[config.mk]
export PLATFORM = sky130hd
export DESIGN_NAME = mem_bus_arbiter
export DESIGN_NICKNAME = d
export VERILOG_FILES = /design/src/rtl/bus_pkg.sv /design/src/rtl/mem_bus_arbiter_rr_pick2.sv /design/src/rtl/mem_bus_arbiter.sv
export SDC_FILE = /design/constraint.sdc
export NUM_CORES = 1
export LEC_CHECK = 0
export CAP_MARGIN = 20
export CORE_ASPECT_RATIO = 0.7
export CORE_MARGIN = 3
export CORE_UTILIZATION = 43
export CTS_BUF_LIST = sky130_fd_sc_hd__clkbuf_4
export DETAILED_ROUTE_END_ITERATION = 16
export HOLD_SLACK_MARGIN = 0.12
export PLACE_DENSITY = 0.83
export SYNTH_ARGS = -nofsm -noshare
export SYNTH_HDL_FRONTEND = slang
export SYNTH_SLANG_ARGS = --single-unit
[constraint.sdc]
create_clock -name clk -period 2.05 [get_ports clk]
set_input_delay 0.41 -clock clk [delete_from_list [all_inputs] [get_ports clk]]
set_output_delay 0.41 -clock clk [all_outputs]
set_load 0.01 [all_outputs]
[src/rtl/bus_pkg.sv]
// Shared definitions for the cache-to-memory line bus: C2 command encoding,
// bus widths and the arbiter state encoding.
package bus_pkg;

  localparam int unsigned ADDR_W     = 15;
  localparam int unsigned DATA_W     = 16;
  localparam int unsigned LINE_BEATS = 16;
  localparam int unsigned CNT_W      = $clog2(LINE_BEATS);

  localparam logic [CNT_W-1:0] CNT_LAST = CNT_W'(LINE_BEATS - 1);

  typedef enum logic [1:0] {
    C2_NOP        = 2'd0,
    C2_RESPONSE   = 2'd1,
    C2_READ_LINE  = 2'd2,
    C2_WRITE_LINE = 2'd3
  } c2_cmd_e;

  typedef enum logic [2:0] {
    S_IDLE,
    S_ISSUE,
    S_WBURST,
    S_WAIT,
    S_RBURST,
    S_DONE
  } arb_state_e;

  // Transaction latched when the bus is granted.
  typedef struct packed {
    logic              owner;
    c2_cmd_e           cmd;
    logic [ADDR_W-1:0] addr;
  } xact_t;

  function automatic logic is_line_req(logic [1:0] cmd);
    return (cmd == C2_READ_LINE) || (cmd == C2_WRITE_LINE);
  endfunction

endpackage

[src/rtl/mem_bus_arbiter_rr_pick2.sv]
// Two-way round-robin picker: on contention the pointer names the winner,
// otherwise the sole requester wins.
module rr_pick2 (
  input  logic [1:0] req,
  input  logic       ptr,
  output logic       idx_c,
  output logic       valid_c
);

  assign valid_c = |req;
  assign idx_c   = (&req) ? ptr : req[1];

endmodule

[src/rtl/mem_bus_arbiter.sv]
// Two-requester arbiter and line-transaction sequencer for the shared
// cache-to-memory bus; the bus stays locked to one owner for a whole line.
module mem_bus_arbiter
  import bus_pkg::*;
(
  input  logic              clk,
  input  logic              rst_n,
  input  logic [1:0]        r0_cmd,
  input  logic [ADDR_W-1:0] r0_addr,
  input  logic [DATA_W-1:0] r0_wdata,
  input  logic [1:0]        r1_cmd,
  input  logic [ADDR_W-1:0] r1_addr,
  input  logic [DATA_W-1:0] r1_wdata,
  output logic              r0_gnt,
  output logic              r0_wack,
  output logic              r0_rvalid,
  output logic [DATA_W-1:0] r0_rdata,
  output logic              r0_done,
  output logic              r1_gnt,
  output logic              r1_wack,
  output logic              r1_rvalid,
  output logic [DATA_W-1:0] r1_rdata,
  output logic              r1_done,
  output logic [1:0]        m_cmd,
  output logic [ADDR_W-1:0] m_addr,
  output logic [DATA_W-1:0] m_wdata,
  input  logic              m_resp,
  input  logic [DATA_W-1:0] m_rdata
);

  arb_state_e        state_q, state_d;
  xact_t             xact_q, xact_d;
  logic [CNT_W-1:0]  cnt_q, cnt_d;
  logic              ptr_q, ptr_d;
  logic              last_q, last_d;
  logic              capture;

  logic              gnt_d, wack_d, done_d;
  c2_cmd_e           m_cmd_d, m_cmd_q;
  logic [ADDR_W-1:0] m_addr_d, m_addr_q;

  logic [1:0]        gnt_q, wack_q, rvalid_q, done_q;
  logic [DATA_W-1:0] rdata0_q, rdata1_q;

  logic              pick_idx, pick_valid;

  rr_pick2 u_pick (
    .req     ({is_line_req(r1_cmd), is_line_req(r0_cmd)}),
    .ptr     (ptr_q),
    .idx_c   (pick_idx),
    .valid_c (pick_valid)
  );

  // Next-state, beat counting and next values of the registered outputs.
  always_comb begin
    state_d = state_q;
    xact_d  = xact_q;
    cnt_d   = cnt_q;
    ptr_d   = ptr_q;
    last_d  = last_q;
    capture = 1'b0;

    unique case (state_q)
      S_IDLE: begin
        if (pick_valid) begin
          state_d     = S_ISSUE;
          xact_d.owner = pick_idx;
          xact_d.cmd  = c2_cmd_e'(pick_idx ? r1_cmd : r0_cmd);
          xact_d.addr = pick_idx ? r1_addr : r0_addr;
          cnt_d       = '0;
        end
      end
      S_ISSUE: begin
        // ISSUE carries write beat 0, so the burst resumes at beat 1.
        if (xact_q.cmd == C2_WRITE_LINE) begin
          state_d = S_WBURST;
          cnt_d   = CNT_W'(1);
        end else begin
          state_d = S_WAIT;
        end
      end
      S_WBURST: begin
        if (cnt_q == CNT_LAST) state_d = S_WAIT;
        else                   cnt_d   = cnt_q + CNT_W'(1);
      end
      S_WAIT: begin
        if (m_resp) begin
          if (xact_q.cmd == C2_WRITE_LINE) begin
            state_d = S_DONE;
          end else begin
            state_d = S_RBURST;
            capture = 1'b1;
            cnt_d   = CNT_W'(1);
          end
        end
      end
      S_RBURST: begin
        // last_q holds one extra cycle so DONE follows the visible last beat.
        if (last_q) begin
          state_d = S_DONE;
        end else if (m_resp) begin
          capture = 1'b1;
          if (cnt_q == CNT_LAST) last_d = 1'b1;
          else                   cnt_d  = cnt_q + CNT_W'(1);
        end
      end
      S_DONE: begin
        state_d = S_IDLE;
        ptr_d   = ~xact_q.owner;
        cnt_d   = '0;
        last_d  = 1'b0;
      end
      default: state_d = S_IDLE;
    endcase

    gnt_d    = (state_d != S_IDLE);
    wack_d   = ((state_d == S_ISSUE) && (xact_d.cmd == C2_WRITE_LINE)) ||
               (state_d == S_WBURST);
    done_d   = (state_d == S_DONE);
    m_cmd_d  = C2_NOP;
    m_addr_d = '0;
    if ((state_d == S_ISSUE) || (state_d == S_WBURST)) begin
      m_cmd_d  = xact_d.cmd;
      m_addr_d = xact_d.addr;
    end
  end

  // State register plus registered, owner-steered outputs.
  always_ff @(posedge clk or negedge rst_n) begin
    if (!rst_n) begin
      state_q  <= S_IDLE;
      xact_q   <= '0;
      cnt_q    <= '0;
      ptr_q    <= 1'b0;
      last_q   <= 1'b0;
      gnt_q    <= '0;
      wack_q   <= '0;
      rvalid_q <= '0;
      done_q   <= '0;
      rdata0_q <= '0;
      rdata1_q <= '0;
      m_cmd_q  <= C2_NOP;
      m_addr_q <= '0;
    end else begin
      state_q  <= state_d;
      xact_q   <= xact_d;
      cnt_q    <= cnt_d;
      ptr_q    <= ptr_d;
      last_q   <= last_d;
      gnt_q    <= {gnt_d  &  xact_d.owner, gnt_d  & ~xact_d.owner};
      wack_q   <= {wack_d &  xact_d.owner, wack_d & ~xact_d.owner};
      done_q   <= {done_d &  xact_d.owner, done_d & ~xact_d.owner};
      rvalid_q <= {capture & xact_q.owner, capture & ~xact_q.owner};
      rdata0_q <= (capture && !xact_q.owner) ? m_rdata : '0;
      rdata1_q <= (capture &&  xact_q.owner) ? m_rdata : '0;
      m_cmd_q  <= m_cmd_d;
      m_addr_q <= m_addr_d;
    end
  end

  assign r0_gnt    = gnt_q[0];
  assign r1_gnt    = gnt_q[1];
  assign r0_wack   = wack_q[0];
  assign r1_wack   = wack_q[1];
  assign r0_rvalid = rvalid_q[0];
  assign r1_rvalid = rvalid_q[1];
  assign r0_done   = done_q[0];
  assign r1_done   = done_q[1];
  assign r0_rdata  = rdata0_q;
  assign r1_rdata  = rdata1_q;
  assign m_cmd     = m_cmd_q;
  assign m_addr    = m_addr_q;

  // Write data passes straight through from the owner while it is acknowledged.
  assign m_wdata = wack_q[1] ? r1_wdata : (wack_q[0] ? r0_wdata : '0);

endmodule

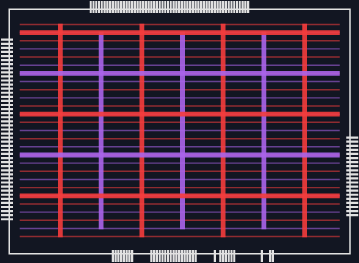
(run_1/pdn.png)
(3 px per um) Pins as bars on the die edge.
Key: red = VSS; purple = VDD
7 straps on met4. 27 met1 rails follow the rows. 158 signal pins sit on the boundary. The core has 26 rows. 5 straps on met5.
worst supply voltage drop on vdd: 582.9 uV
Vert. Die Dim: 80.97 um
area inside the core boundary: 7547 sq um
horizontal die dimension: 113.1 um

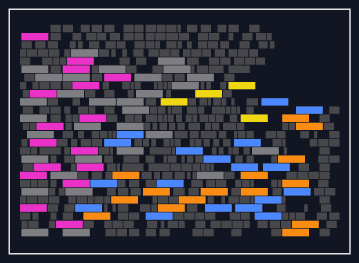
(run_1/registers.png)
(3 px per um)
Key: yellow = cnt_q [sequential cells 4]; blue = xact_q [sequential cells 18]; magenta = r0_rdata [sequential cells 16]; orange = m_addr [sequential cells 15]
Another 31 sequential cells are not colored.
storage element area: 2102 sq um
utilization of the core after routing: 71.49%

==> out/metrics.cfg, run 1 <==
[final_layout]
layout.area.comb_sq_um=1241
nonClkBufAreaFrac_pct=32.72
n_fill_cell=530
final_common_cell=sky130_fd_sc_hd__clkdlybuf4s50_1
post_route_cells_drive_above_1_share_pct=15.63
seqAreaFraction_pct=38.96
syn2layout_area_growth_pct=56.29
flop_count=84

[grt]
initial_antenna_violation_count=0
gr-max-usage-layer=met2
use_met1_pct=23.77
globalRouteTotalUtil_pct=20.58
grt_pass1_wl_um=14590
grt_overflow_total=0

[synth]
ys_seq_share_pct=60.89
ys_ff=84
netlist_top_cells_count=sky130_fd_sc_hd__dfrtp_1 (84), sky130_fd_sc_hd__and2_1 (33), sky130_fd_sc_hd__nand2_1 (24)
yosysTopAreaCellShare_pct=60.89
yosys-stat-cells=286
synth-async-reset-ratio_pct=100.0
cell_area_after_technology_mapping_sq_um=3452
number_of_instances_in_the_synthesized_netlist=286

[routing]
met3_wirelength_um=937
wl_per_cell_um=16.09
viasPerCell=5.028
drt_first_pass_iters=4

[floorplan]
fp.dieArea_sq_um=9156
initial_core_util_pct=45.74

[final_timing]
totalNegativeSetupSlack_ps=0
postLayoutSetupSlackWorst_ps=74.65
fin_crit_sh_pct=96.36
timing.slew.headroom_pct=65.58
timing.final.setup_violations=0

[power]
power.density_nw_per_um2=1158

[clock_network]
clock-root-buffer=sky130_fd_sc_hd__clkbuf_4
htree_num_levels=3
cts.clk_slew.worst_paths_ps=160
cts_num_sinks=84

[worst_setup_path]
critPathSlowestCell=sky130_fd_sc_hd__dfrtp_1
crit_path_cell_trace=nor2b_4 > buf_6 > a22o_1 > dlygate4sd2_1
worst-r2r-setup-slack_ps=240
worst-endpoint-arrival_ps=1570
cp_top_family=buffers and inverters
worst_setup_path_end_kind=output port
critPathKind=reg2out
timing.critical_path.depth=4

[run]
maxCapViolCount=0

[run_status]
run_status=completed

[placement]
dp_hpwl_um=7030

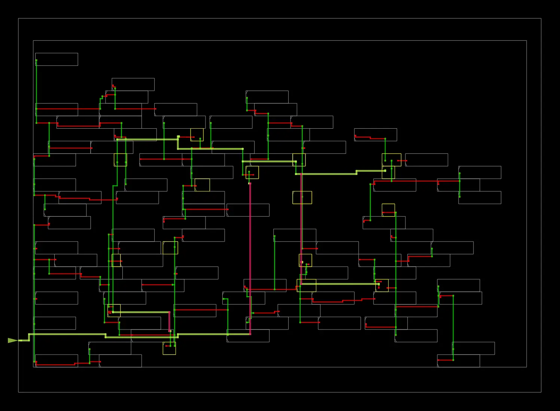
(run_1/final_clocks.png)
power of the clock network: 0.000903 W
Clock Skew: 25.47 ps
Clock Latency Late Sink: 450 ps
number of clock buffer instances in the layout: 9

run 1: what timing repair did:
item | in CTS | in global routing
resized | 23 | 21
gates cloned | 1 | 0
buffers inserted | 1 | 1
setup endpoints to repair | 16 | 13
pin swaps | 0 | 0
hold buffers | 1 | 0
hold endpoints to repair | 36 | 0
run 1: flip-flops by register name (all words and copies together), names as in the netlist:
signal and flops:
r0_rdata 16, ptr_q 1, wack_q 2, m_addr 15
cnt_q 4, last_q 1, state_q 3, gnt_q 2
m_cmd 2, xact_q 18, done_q 2, rvalid_q 2
r1_rdata 16
run 1: logic make-up after synthesis:
kind of cell	after synthesis	synth area share, %
fa+ha+maj	1	0.3624
compound gates	64	14.75
mux	16	4.675
buf+inv	22	3.371
simple gates	99	15.95
flops	84	60.89
run 1: path summary, 6_finish.rpt:
kind                                      start               endpoint
min                                       rst_n  r1_rdata[7]$_DFF_PN0_
max reg2reg                state_q[2]$_DFF_PN0_    m_addr[7]$_DFF_PN0_
max in group asynchronous                 rst_n   xact_q[15]$_DFF_PN0_
min reg2reg                 xact_q[3]$_DFF_PN0_    xact_q[3]$_DFF_PN0_
max                         wack_q[0]$_DFF_PN0_             m_wdata[2]
min in group clk            xact_q[3]$_DFF_PN0_    xact_q[3]$_DFF_PN0_
run 1: power breakdown:
group          switching [W]  internal [W]  total [W]
logic                0.00148       0.00155    0.00304
registers           0.000196       0.00211    0.00231
clock network       0.000622      0.000281   0.000903
run 1: per-stage QoR:
step                      std cells  power [W]  util, %  area, sq um
after floorplan                 286   0.003996        -         3452
after global placement          545   0.005258    69.50         5245
after detailed placement        545   0.005388    69.50         5245
after CTS                       564   0.006283    71.54         5399
after global routing            565   0.006690    71.49         5395
final                           565   0.006249    71.49         5395
--- run 2 (diff from run 1) ---
ABC_CLOCK_PERIOD_IN_PS = 2050   (was default)
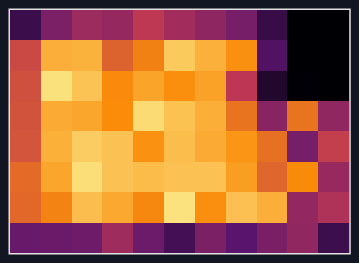
(run_2/density.png)
(3 px per um) The die is cut into 11 by 8 equal tiles; black is low, pale yellow is high, 0 to 100% covered.
The fullest tile reaches 94%. 6.8% of the tiles are nearly empty. The emptiest ninth of the die: north-east.
FP Core Util: 45.74%

==> run 2 against run 1 <==
Net effect: total power stayed put; sequential cell count stayed put; worst setup slack stayed put; area after synthesis stayed put; worst hold slack stayed put; synthesized cell count stayed put; critical path depth stayed put; clock skew stayed put; largest cell class unchanged; via count stayed put; critical path type unchanged; utilization stayed put; final area stayed put.
==> out/metrics.cfg, run 2 <==
[run]
maxCapViolCount=0

[synth]
netlist_top_cells_count=sky130_fd_sc_hd__dfrtp_1 (84), sky130_fd_sc_hd__and2_1 (33), sky130_fd_sc_hd__nand2_1 (24)
ys_ff=84

[worst_setup_path]
critPathKind=reg2out
crit_end=m_wdata[2]
critical_path.startpoint=wack_q[0]$_DFF_PN0_
critPathSlowestCell=sky130_fd_sc_hd__dfrtp_1
worst-r2r-setup-slack_ps=240
worst-endpoint-arrival_ps=1570

[clock_network]
clock_latency_late_sink_ps=450
cts.clk_slew.worst_paths_ps=160

[run_status]
run_status=completed

[power]
p_total_w=0.006249
power.density_nw_per_um2=1158

[final_timing]
finClkSkew_ps=25.47
timing.slew.headroom_pct=65.58

[floorplan]
core_area_sq_um=7547
die_y_um=80.97

[final_layout]
postLayoutCoreUtil_pct=71.49

[grt]
initial_antenna_violation_count=0

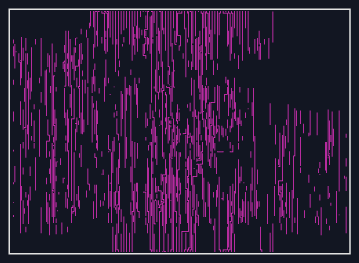
(run_2/met2.png)
(3 px per um)
478 nets have wire on it. The wires run mostly vertical.
met2 capacity usage during global routing: 34.10%
final routed wirelength across all metal layers: 9091 um

run 2: cell counts in the layout (fill, tap and decap cells not counted):
No cell type changed its count.
run 2: report_power, final:
| part | switching, W | total [W] | internal [W] |
|---|---|---|---|
| logic | 0.00148 | 0.00304 | 0.00155 |
| registers | 0.000196 | 0.00231 | 0.00211 |
| clock network | 0.000622 | 0.000903 | 0.000281 |
| total | 0.00230 | 0.00625 | 0.00395 |
run 2: logic make-up after synthesis:
logic type / count (synthesis) / share of synthesized area, %
AND/OR/NAND/NOR: 99 / 15.95
flip-flops: 84 / 60.89
adder cells (fa/ha/maj): 1 / 0.3624
AND-OR/OR-AND: 64 / 14.75
multiplexers: 16 / 4.675
buffers and inverters: 22 / 3.371
run 2: layout make-up:
type | count | area share [%]
Clock buffer | 9 | 1.252
Clock inverter | 7 | 1.183
Inverter | 8 | 0.6030
Multi-Input combinational cell | 180 | 23.01
Sequential cell | 84 | 38.96
Tap cell | 98 | 2.273
Timing Repair Buffer | 179 | 32.72
run 2: metal layers:
layer  vias up  GRT usage, %
li1       1345             -
met1      1374         23.77
met2       111         34.10
met3        11         10.95
met4         0         5.162
met5         -             0
run 2: through the flow:
step	setup TNS (ps)	hold slack, ps	instances	setup slack [ps]	area, sq um
2_1_floorplan	0	114.4	286	246.1	3452
3_3_place_gp	0	409.3	545	10.94	5245
3_5_place_dp	-140.5	417.1	545	-35.90	5245
4_1_cts	0	466.6	564	16.94	5399
5_1_grt	0	469.5	565	0.07949	5395
6_report	0	477.4	565	74.65	5395
run 2: what timing repair did:
action                     CTS  global route
resized                     23            21
setup endpoints to repair   16            13
setup buffers                1             1
hold buffers                 1             0
hold endpoints to repair    36             0
gates cloned                 1             0
Power figures rest on the tool's default switching activity, not on a simulated workload.
